### Sequential cells colored by netlist name

Other sequential cells in the stronger gray, the rest of the logic in the fainter gray.
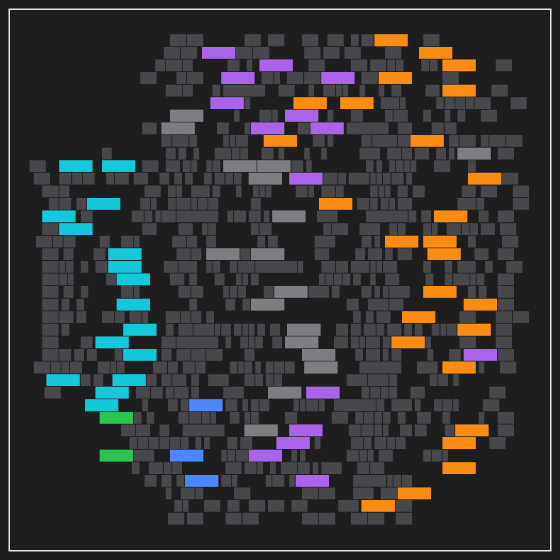
### Metal 4

Supply wires on this layer in gray.
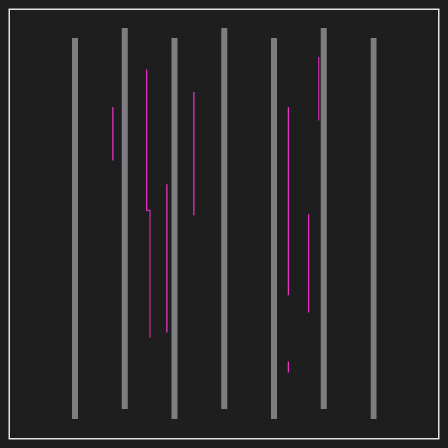
Design square_accum_window_reader, sky130hd; sources not shown.
==> reports/metrics.cfg <==
[run_status]
status = finished clean

[final_timing]
finalHoldViolCount = 0
setup_viol = 0
maxSlewViolCount = 0
skew_ns = 0.00806
relSlewSlack_pct = 12.8
finalCritPeriodShare_pct = 61.3
rsz0062_at_grt = false
max_clock_freq_mhz = 286
worstMarginPinSlew_ns = 1.29
fin_setup_tns_ns = 0

[die]
row_count = 39
dieHeight_um = 117
coreArea_um2 = 11500
fp.dieW_um = 117
die_area_um2 = 13600
taps = 143
io_pins = 102

[yosys]
synthMuxAreaShare_pct = 1.14
ys_ff = 79
xor_share_pct = 6.30
ys.warnings.count = 0
top_logic_kind = simple AND/OR/NAND/NOR gates
syn_area_per_cell_um2 = 7.88
postSynthSeqShare_pct = 33.5
aoi_share_pct = 21.4
async_flop_share_pct = 0
edf_count = 0
synth.distinct_cells = 55
ys_top_cells_by_count = dfxtp_1, nand2_1, o21ai_0
top_area_cell = dfxtp_1
ys.flop_type = dfxtp_1
yosysChipArea_um2 = 4730
syn_nets = 667
synth.cell_area_um2 = 4730
synthesis.instances = 600

[worst_setup_path]
ff2ff_path_depth = 6
cp_common_cell = clkdlybuf4s50_1
crit_family = buffers and inverters
crit_required_ns = 4.85
path_max_fanout = 15
cpPeakStageDelay_ns = 0.60
crit_cells = 4
critPathArrivalTime_ns = 2.64
slowest_stage = clkdlybuf4s50_1
cp-start-kind = input pin
critPathBufInv = 2
path_class = in2out
path_cells = clkdlybuf4s50_1, and3_1, and2_1, clkdlybuf4s50_1
end_kind = output port

[finish]
logic_gates = 466
lay_top_count = clkdlybuf4s50_1
fin_area_um2 = 6010
n_antenna_cell = 0
n_all_buffers = 104
drive_above_1_share_pct = 4.29
comb_area_um2 = 2920
combAreaFraction_pct = 48.6
largest_register_ffs = 26
clock_area_share_pct = 4.29
flop-count = 79

[global_routing]
grt.total_usage_pct = 18.6
grt_pass1_vias = 4243
met3_usage_pct = 2.44
grt_start_max_net_pins = 100
use_met1_pct = 24.1
antenna_found_initial = 0
gr-usage-met2_pct = 31.2
grt-ovfl-total = 0
busiest_layer = met2

[clock_network]
cts_sinks = 79
cts_resized = 0
cts_root_buf = clkbuf_16
cts_htree_levels = 3
hold_buffers = 0
cts_buffer_depth = 2
clk-insertion-delay-late_ns = 0.34
cts-buffers-inserted = 9
clkTransAtPathRegs_ns = 0.05
cts_setup_buffers = 0
cts_tree = built

[place]
gp_congestion = 0.817
placed_cell_area_um2 = 5750
hpwl_um = 9330

[route]
drc_errors = 0
postRouteAntennaNets = 0
met1_length_um = 5770
met3_length_um = 607
viasPerCell = 5.47
drt-pass1-iter-count = 4
routed.top_layer = met4
drt-initial-drc-count = 384

[min_path]
hp-class = reg2reg
min_path_cells = 2

[job]
warnings = 26
maxCapViolCount = 0

[power_and_ir_drop]
peakVddDrop_uv = 116
leakage_nw = 2.18

Notes on 'Sequential cells colored by netlist name' above:
- orange: u_convert.power_o (flops 26)
- purple: u_convert.nsamp_o (flops 15)
- blue: state_o (flops 3)
- cyan: len_q (flops 16; where west)
- green: drain_q (flops 2)
- not colored: 17
Core Util, Final: 52.4%
register area: 1580 um^2
Seq. pwr: 0.613 mW
Seq/total area: 26.3%

Notes on 'Metal 4' above:
- nets with wire on the layer: 7
- wire length on this layer: 259 um
- longest straight run: 51.0 um
- share of all routed wire: 2.1%
- main direction: vertical
via count: 4477
total routed wirelength: 12600 um

-- report_power, final --
part           switching [mW]  internal, mW
Combinational           0.150         0.132
Clock                   0.222         0.291
Sequential             0.0338         0.579
-- through the flow --
step / worst slack [ns] / hold WS [ns] / power [mW] / util, % / instances
after floorplan: 2.75 / 0.453 / 0.795 / - / 600
after global placement: 2.21 / 0.458 / 0.902 / 50.2 / 803
after detailed placement: 2.16 / 0.462 / 0.908 / 50.2 / 803
after CTS: 2.18 / 0.470 / 1.42 / 52.4 / 819
after global routing: 2.10 / 0.484 / 1.48 / 52.4 / 819
final: 2.21 / 0.465 / 1.41 / 52.4 / 819
-- worst min-delay path, stage by stage (launching register included) --
cell      delay [ns]
dfxtp_1         0.30
nand2_1         0.05
a21boi_0        0.06
Power and IR drop assume default switching activity.
